`src/rtl/door_pkg.sv`:
```
// Shared types and default timing constants for the door sequencer slice.
package door_pkg;

  typedef enum logic [2:0] {
    S_IDLE      = 3'd0,
    S_WAIT_UP   = 3'd1,
    S_HOLD      = 3'd2,
    S_WAIT_DOWN = 3'd3,
    S_CLOSED    = 3'd4,
    S_FAULT     = 3'd5
  } seq_state_t;

  localparam int unsigned HOLD_CYC_DEF   = 10_000_000;
  localparam int unsigned TRAVEL_CYC_DEF = 20_000_000;
  localparam int unsigned CNT_W_DEF      = 25;

  function automatic logic in_travel(seq_state_t s);
    return (s == S_WAIT_UP) || (s == S_WAIT_DOWN);
  endfunction

endpackage

```
`src/rtl/door_sequencer_ctrl_if.sv`:
```
// Signal bundle between the door sequencer (slave) and its environment (master).
interface door_sequencer_ctrl_if;

  // No valid/ready here: cmd_open, cmd_close, fault_clr are one-cycle pulses sampled
  // on every clk2m edge; obstacle and sense_* are levels; key_up/key_down are
  // one-cycle registered pulses issued the cycle after the triggering input.
  logic       cmd_open;
  logic       cmd_close;
  logic       obstacle;
  logic       fault_clr;
  logic       sense_up;
  logic       sense_down;
  logic       key_up;
  logic       key_down;
  logic       door_open;
  logic       busy;
  logic       fault;
  logic [2:0] state_o;

  modport master (
    output cmd_open, cmd_close, obstacle, fault_clr, sense_up, sense_down,
    input  key_up, key_down, door_open, busy, fault, state_o
  );

  modport slave (
    input  cmd_open, cmd_close, obstacle, fault_clr, sense_up, sense_down,
    output key_up, key_down, door_open, busy, fault, state_o
  );

endinterface

```
`src/rtl/door_cycle_timer.sv`:
```
// Loadable saturating down-counter shared by the HOLD and TRAVEL phases.
module door_cycle_timer #(
  parameter int unsigned CNT_W = 25
) (
  input  logic             clk2m,
  input  logic             rst_n,
  input  logic             load_i,
  input  logic [CNT_W-1:0] load_val_i,
  output logic [CNT_W-1:0] value_o,
  output logic             expired_o
);

  logic [CNT_W-1:0] cnt_q;
  logic [CNT_W-1:0] cnt_d;

  always_comb begin
    cnt_d = cnt_q;
    if (load_i) begin
      cnt_d = load_val_i;
    end else if (cnt_q != '0) begin
      cnt_d = cnt_q - CNT_W'(1);
    end
  end

  always_ff @(posedge clk2m or negedge rst_n) begin
    if (!rst_n) begin
      cnt_q <= '0;
    end else begin
      cnt_q <= cnt_d;
    end
  end

  assign value_o   = cnt_q;
  assign expired_o = (cnt_q == '0);

endmodule

```
`src/rtl/door_sequencer_ctrl.sv`:
```
// Door command sequencer with travel watchdog and obstacle reopen.
// Auto-close from S_HOLD is enabled by defining DOOR_AUTOCLOSE_EN.
module door_sequencer_ctrl
  import door_pkg::*;
#(
  parameter int unsigned HOLD_CYC   = HOLD_CYC_DEF,
  parameter int unsigned TRAVEL_CYC = TRAVEL_CYC_DEF,
  parameter int unsigned CNT_W      = CNT_W_DEF
) (
  input  logic                  clk2m,
  input  logic                  rst_n,
  door_sequencer_ctrl_if.slave  door_if
);

  // Loading N-1 makes expiry land exactly N cycles after the load edge.
  localparam logic [CNT_W-1:0] HOLD_LD   = CNT_W'(HOLD_CYC - 1);
  localparam logic [CNT_W-1:0] TRAVEL_LD = CNT_W'(TRAVEL_CYC - 1);

  seq_state_t       state_q, state_d;
  logic             key_up_q, key_up_d;
  logic             key_down_q, key_down_d;
  logic             tmr_load;
  logic [CNT_W-1:0] tmr_load_val;
  logic             tmr_expired;
  logic [CNT_W-1:0] tmr_value_unused;

  door_cycle_timer #(.CNT_W(CNT_W)) u_timer (
    .clk2m      (clk2m),
    .rst_n      (rst_n),
    .load_i     (tmr_load),
    .load_val_i (tmr_load_val),
    .value_o    (tmr_value_unused),
    .expired_o  (tmr_expired)
  );

  always_comb begin
    state_d      = state_q;
    key_up_d     = 1'b0;
    key_down_d   = 1'b0;
    tmr_load     = 1'b0;
    tmr_load_val = TRAVEL_LD;
    if ((state_q != S_FAULT) && door_if.sense_up && door_if.sense_down) begin
      state_d = S_FAULT;
    end else begin
      case (state_q)
        S_IDLE, S_CLOSED: begin
          if (door_if.cmd_open) begin
            key_up_d = 1'b1;
            tmr_load = 1'b1;
            state_d  = S_WAIT_UP;
          end
        end
        S_WAIT_UP: begin
          if (door_if.sense_up) begin
            tmr_load     = 1'b1;
            tmr_load_val = HOLD_LD;
            state_d      = S_HOLD;
          end else if (tmr_expired) begin
            state_d = S_FAULT;
          end
        end
        S_HOLD: begin
`ifdef DOOR_AUTOCLOSE_EN
          if (door_if.cmd_open) begin
            tmr_load     = 1'b1;
            tmr_load_val = HOLD_LD;
          end else if (door_if.cmd_close || (tmr_expired && !door_if.obstacle)) begin
            key_down_d = 1'b1;
            tmr_load   = 1'b1;
            state_d    = S_WAIT_DOWN;
          end else if (tmr_expired) begin
            tmr_load     = 1'b1;
            tmr_load_val = HOLD_LD;
          end
`else
          if (door_if.cmd_close && !door_if.cmd_open) begin
            key_down_d = 1'b1;
            tmr_load   = 1'b1;
            state_d    = S_WAIT_DOWN;
          end
`endif
        end
        S_WAIT_DOWN: begin
          // Both keys together tell the door FSM to reverse.
          if (door_if.obstacle || door_if.cmd_open) begin
            key_up_d     = 1'b1;
            key_down_d   = 1'b1;
            tmr_load     = 1'b1;
            tmr_load_val = HOLD_LD;
            state_d      = S_HOLD;
          end else if (door_if.sense_down) begin
            state_d = S_CLOSED;
          end else if (tmr_expired) begin
            state_d = S_FAULT;
          end
        end
        S_FAULT: begin
          if (door_if.fault_clr) begin
            state_d = S_IDLE;
          end
        end
        default: state_d = S_IDLE;
      endcase
    end
  end

  always_ff @(posedge clk2m or negedge rst_n) begin
    if (!rst_n) begin
      state_q    <= S_IDLE;
      key_up_q   <= 1'b0;
      key_down_q <= 1'b0;
    end else begin
      state_q    <= state_d;
      key_up_q   <= key_up_d;
      key_down_q <= key_down_d;
    end
  end

  assign door_if.key_up    = key_up_q;
  assign door_if.key_down  = key_down_q;
  assign door_if.door_open = (state_q == S_HOLD);
  assign door_if.busy      = in_travel(state_q);
  assign door_if.fault     = (state_q == S_FAULT);
  assign door_if.state_o   = state_q;

endmodule

```
`src/flat_wrapper.sv`:
```
// flat-port wrapper written by rule: the top's interface ports become plain ports
module door_sequencer_ctrl_flat import door_pkg::*;
#(
  parameter int unsigned HOLD_CYC   = HOLD_CYC_DEF,
  parameter int unsigned TRAVEL_CYC = TRAVEL_CYC_DEF,
  parameter int unsigned CNT_W      = CNT_W_DEF
)
  (clk2m, rst_n, door_if_cmd_open, door_if_cmd_close, door_if_obstacle, door_if_fault_clr, door_if_sense_up, door_if_sense_down, door_if_key_up, door_if_key_down, door_if_door_open, door_if_busy, door_if_fault, door_if_state_o);
  door_sequencer_ctrl_if door_if_i ();
  input  logic clk2m;
  input  logic rst_n;
  input wire logic [$bits(door_if_i.cmd_open)-1:0] door_if_cmd_open;
  input wire logic [$bits(door_if_i.cmd_close)-1:0] door_if_cmd_close;
  input wire logic [$bits(door_if_i.obstacle)-1:0] door_if_obstacle;
  input wire logic [$bits(door_if_i.fault_clr)-1:0] door_if_fault_clr;
  input wire logic [$bits(door_if_i.sense_up)-1:0] door_if_sense_up;
  input wire logic [$bits(door_if_i.sense_down)-1:0] door_if_sense_down;
  output wire logic [$bits(door_if_i.key_up)-1:0] door_if_key_up;
  output wire logic [$bits(door_if_i.key_down)-1:0] door_if_key_down;
  output wire logic [$bits(door_if_i.door_open)-1:0] door_if_door_open;
  output wire logic [$bits(door_if_i.busy)-1:0] door_if_busy;
  output wire logic [$bits(door_if_i.fault)-1:0] door_if_fault;
  output wire logic [$bits(door_if_i.state_o)-1:0] door_if_state_o;
  assign door_if_i.cmd_open = door_if_cmd_open;
  assign door_if_i.cmd_close = door_if_cmd_close;
  assign door_if_i.obstacle = door_if_obstacle;
  assign door_if_i.fault_clr = door_if_fault_clr;
  assign door_if_i.sense_up = door_if_sense_up;
  assign door_if_i.sense_down = door_if_sense_down;
  assign door_if_key_up = door_if_i.key_up;
  assign door_if_key_down = door_if_i.key_down;
  assign door_if_door_open = door_if_i.door_open;
  assign door_if_busy = door_if_i.busy;
  assign door_if_fault = door_if_i.fault;
  assign door_if_state_o = door_if_i.state_o;
  door_sequencer_ctrl #(.HOLD_CYC(HOLD_CYC), .TRAVEL_CYC(TRAVEL_CYC), .CNT_W(CNT_W)) u_core (.clk2m(clk2m), .rst_n(rst_n), .door_if(door_if_i));
endmodule
```
`config.mk`:
```
export PLATFORM = sky130hd
export DESIGN_NAME = door_sequencer_ctrl_flat
export DESIGN_NICKNAME = d
export VERILOG_FILES = /design/src/rtl/door_pkg.sv /design/src/rtl/door_sequencer_ctrl_if.sv /design/src/rtl/door_cycle_timer.sv /design/src/rtl/door_sequencer_ctrl.sv /design/src/flat_wrapper.sv
export SDC_FILE = /design/constraint.sdc
export NUM_CORES = 1
export LEC_CHECK = 0
export ABC_AREA = 1
export ABC_CLOCK_PERIOD_IN_PS = 1600
export CORE_UTILIZATION = 30
export CTS_BUF_LIST = sky130_fd_sc_hd__clkbuf_4 sky130_fd_sc_hd__clkbuf_8
export DETAILED_ROUTE_END_ITERATION = 6
export DONT_BUFFER_PORTS = 1
export PLACE_DENSITY = 0.53
export SLEW_MARGIN = 10
export SYNTH_ARGS = -nofsm -noshare
export SYNTH_HDL_FRONTEND = slang
export SYNTH_HIERARCHICAL = 1
export SYNTH_SLANG_ARGS = --single-unit
```
`constraint.sdc`:
```
create_clock -name clk2m -period 1.6 [get_ports clk2m]
set_input_delay 0.32 -clock clk2m [delete_from_list [all_inputs] [get_ports clk2m]]
set_output_delay 0.32 -clock clk2m [all_outputs]
set_load 0.05 [all_outputs]
```
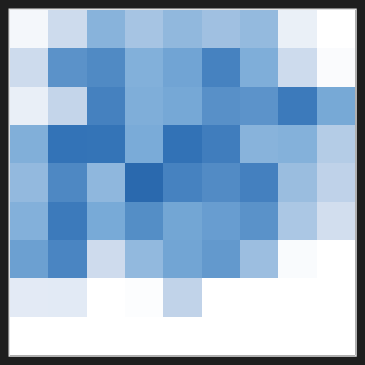
**Above:** local utilization.
Scale: 4 px per µm. 9 x 9 tiles, from white (low) to dark blue (high), 0 to 100% covered.
fullest tile: 77%
nearly empty tiles: 21%
mean over tiles: 36%
emptiest ninth of the die: south-east
tiles over 75% full: 1.2%
post-layout util: 40.82%
core region area: 6832 µm²
Initial Util: 31.23%

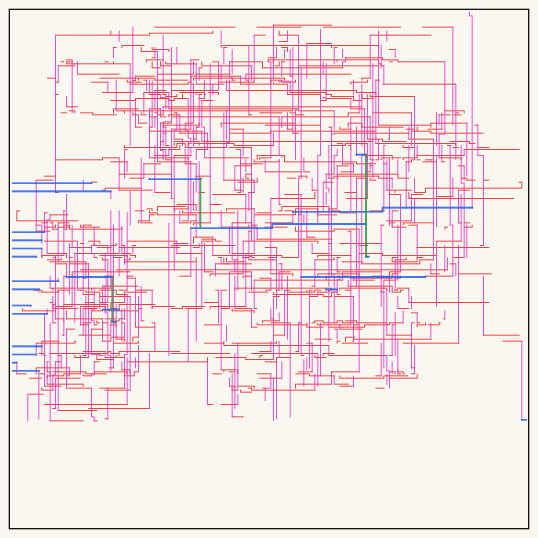
**Above:** metal layers overlaid.
Scale: 6 px per µm.
[M2] magenta | wire length: 2450 µm
[M4] green | wire length: 32.6 µm
[M1] red | wire length: 2590 µm
[M3] blue | wire length: 188 µm
Total GRT Usage: 15.84%
routed len/inst: 11.92 µm
Total Routed Length: 5257 µm
Vias: 1967

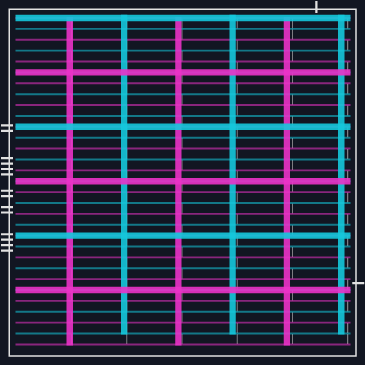
**Above:** power grid.
Scale: 4 px per µm. Pins as bars on the die edge. Tap cells in gray.
[VDD] cyan
[VSS] magenta
met1 rails: 31
signal pins: 16

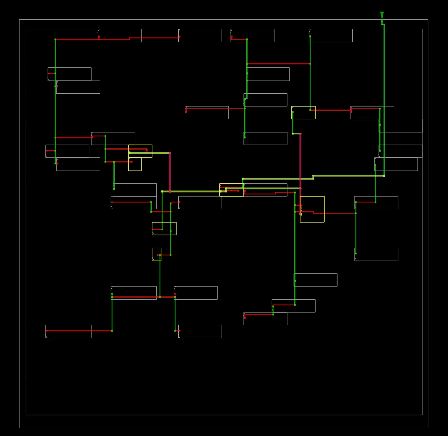
**Above:** clock nets.
Max Clock Skew: 0.004424 ns
clock sink count: 30
Clk power: 0.664 mW
cts bufs inserted: 5
insertion delay at the late pin of the worst-skew pair: 0.28 ns

==> impl_metrics.json <==
{
  "r2r_start": "u_core/door_if.state_o[1]",
  "worst-path-buf-inv": 3,
  "drc": 0,
  "rsz0062_at_grt": "true",
  "violations": "setup timing",
  "dieArea_um2": 7452,
  "post_cts_buffers": 3,
  "top_layer": "met4",
  "cts_resized": 20,
  "drive_above_1_share_pct": 32.17,
  "ys_sh_mux_pct": 0,
  "layout.nets": 354,
  "cts_tree": "yes",
  "endpoint": "u_core/u_timer/value_o[5]",
  "ios": 16,
  "yosysChipArea_um2": 2133,
  "wl_met2_um": 2450,
  "path_common_cell": "nand2_1",
  "max_freq_mhz": 614.2,
  "r2r_setup_slack_ns": -0.03,
  "async_flop_share_pct": 100.0,
  "ys_seq_share_pct": 35.19,
  "cp_max_fo": 8,
  "yosysCellCount": 297,
  "syn_area_um2": 2133,
  "areaGrowthSynthToFinish_pct": 30.73,
  "min_to": "u_core/door_if.key_down",
  "cp-startpoint": "u_core/door_if.state_o[1]",
  "fa_ha_area_share_pct": 1.173,
  "status": "finished, violations left",
  "slowest_delay_ns": 0.46,
  "diodes": 0,
  "fin_total_pwr_mw": 5.633,
  "layout_top_cells": "84 x nand2_1, 34 x nor2_1, 27 x dfrtp_1",
  "setup_viol": 15,
  "min_from": "door_if_cmd_close",
  "flop_cell": "dfrtp_1",
  "top_area_share_pct": 35.19,
  "met1_usage_pct": 21.26,
  "gp_congestion": 0.8454,
  "placed_cells": 425,
  "layout_top_cell": "nand2_1",
  "busiest_layer": "met2",
  "clockBufferDepth": 2,
  "met3_usage_pct": 3.524,
  "drtIter0Drc": 59,
  "stdcell_count": 441,
  "max_cap_viol_count": 0,
  "stdcell_area_um2": 2789,
  "largest_area_cell": "dfrtp_1",
  "hold_viol_final": 0,
  "gr-usage-met2_pct": 25.61,
  "simple_gate_share_pct": 41.41,
  "ys_sh_aoi_pct": 8.974,
  "final.setup.tns_ns": -0.1903,
  "port_buffers": 0,
  "cts_hold_buf": 2,
  "edf_count": 0,
  "grt_pass1_wl_um": 9142,
  "reg2reg_to": "u_core/u_timer/value_o[5]",
  "openroad.warnings": 30,
  "ys_types": 33,
  "synthXorXnorAreaFrac_pct": 4.927,
  "setup_ws_ns": -0.02808,
  "grt_overflow_total": 0,
  "peakVddDrop_mv": 1.263,
  "root_buffer": "clkbuf_8",
  "dieWidth_um": 86.33,
  "dieHeight_um": 86.33,
  "grt_max_degree": 31,
  "arrival_ns": 1.81,
  "postRouteAntennaNets": 0,
  "post_drt_via_cell_ratio": 4.460,
  "power.density_nw_per_um2": 2020,
  "cpLargestDelayFamily": "simple AND/OR/NAND/NOR gates",
  "hold_class": "primary input to flop",
  "reg2reg_depth": 12,
  "dpl.hpwl_um": 3748,
  "netlist_instances": 297,
  "met3_length_um": 187,
  "post_dp_cell_area_um2": 2501,
  "crit_chain": "nand2_2, nor2_4, o21ai_2, o21ai_2, nor2_1, nor2_2, inv_4, buf_4, nand2_1, nand2_1, nand2_1, inv_1",
  "path_class": "flop to flop",
  "htreeDepth": 2,
  "first_global_vias": 1951,
  "hold_slack_ns": 0.1903,
  "dp_slack_ns": -0.07503,
  "critical_path.endpoint_type": "flop",
  "crit_path_top_delay_cell": "dfrtp_2",
  "cts.clk_slew.worst_paths_ns": 0.07,
  "ys_ff": 30,
  "cp.depth": 12,
  "whs_path_depth": 2,
  "row_count": 30,
  "fin_crit_sh_pct": 101.8,
  "cellLeakagePower_nw": 1.324,
  "yosysWarnings": 6,
  "drt_first_pass_iters": 4,
  "required_ns": 1.78,
  "antenna_found_initial": 0,
  "area_leaders": "dfrtp_1 35%, nand2_1 16%, nor2_1 6.3%",
  "synthTopCellsByCount": "89 x nand2_1, 36 x nor2_1, 31 x inv_1",
  "synth.logic.top_family": "simple AND/OR/NAND/NOR gates",
  "avgSynthCellArea_um2": 7.183,
  "top_cell": "nand2_1",
  "post-route-min-period_ns": 1.628,
  "slew_violations": 0,
  "wl_met1_um": 2586,
  "cp-start-kind": "flop"
}
## power breakdown
part	leakage [nW]	switching, mW	total, mW	internal [mW]
sequential	0.366	0.485	1.62	1.14
clock	0.0517	0.300	0.664	0.364
combinational	0.906	1.97	3.35	1.37
## area by class of cell
class / count / area (µm²)
Tap cell: 96 / 120.1
Sequential cell: 30 / 754.5
Timing Repair Buffer: 31 / 304.0
Fill cell: 739 / 4043
Timing Repair inverter: 1 / 6.256
Clock buffer: 7 / 90.09
Multi-Input combinational cell: 241 / 1364
Clock inverter: 1 / 5.005
Inverter: 34 / 145.1
## sequential cells by signal, summed over array words and instances (netlist names)
register                 flops
u_core/door_if.key_up        1
u_core/u_timer/value_o      25
u_core/door_if.state_o       3
u_core/door_if.key_down      1
Power and IR drop assume default switching activity.
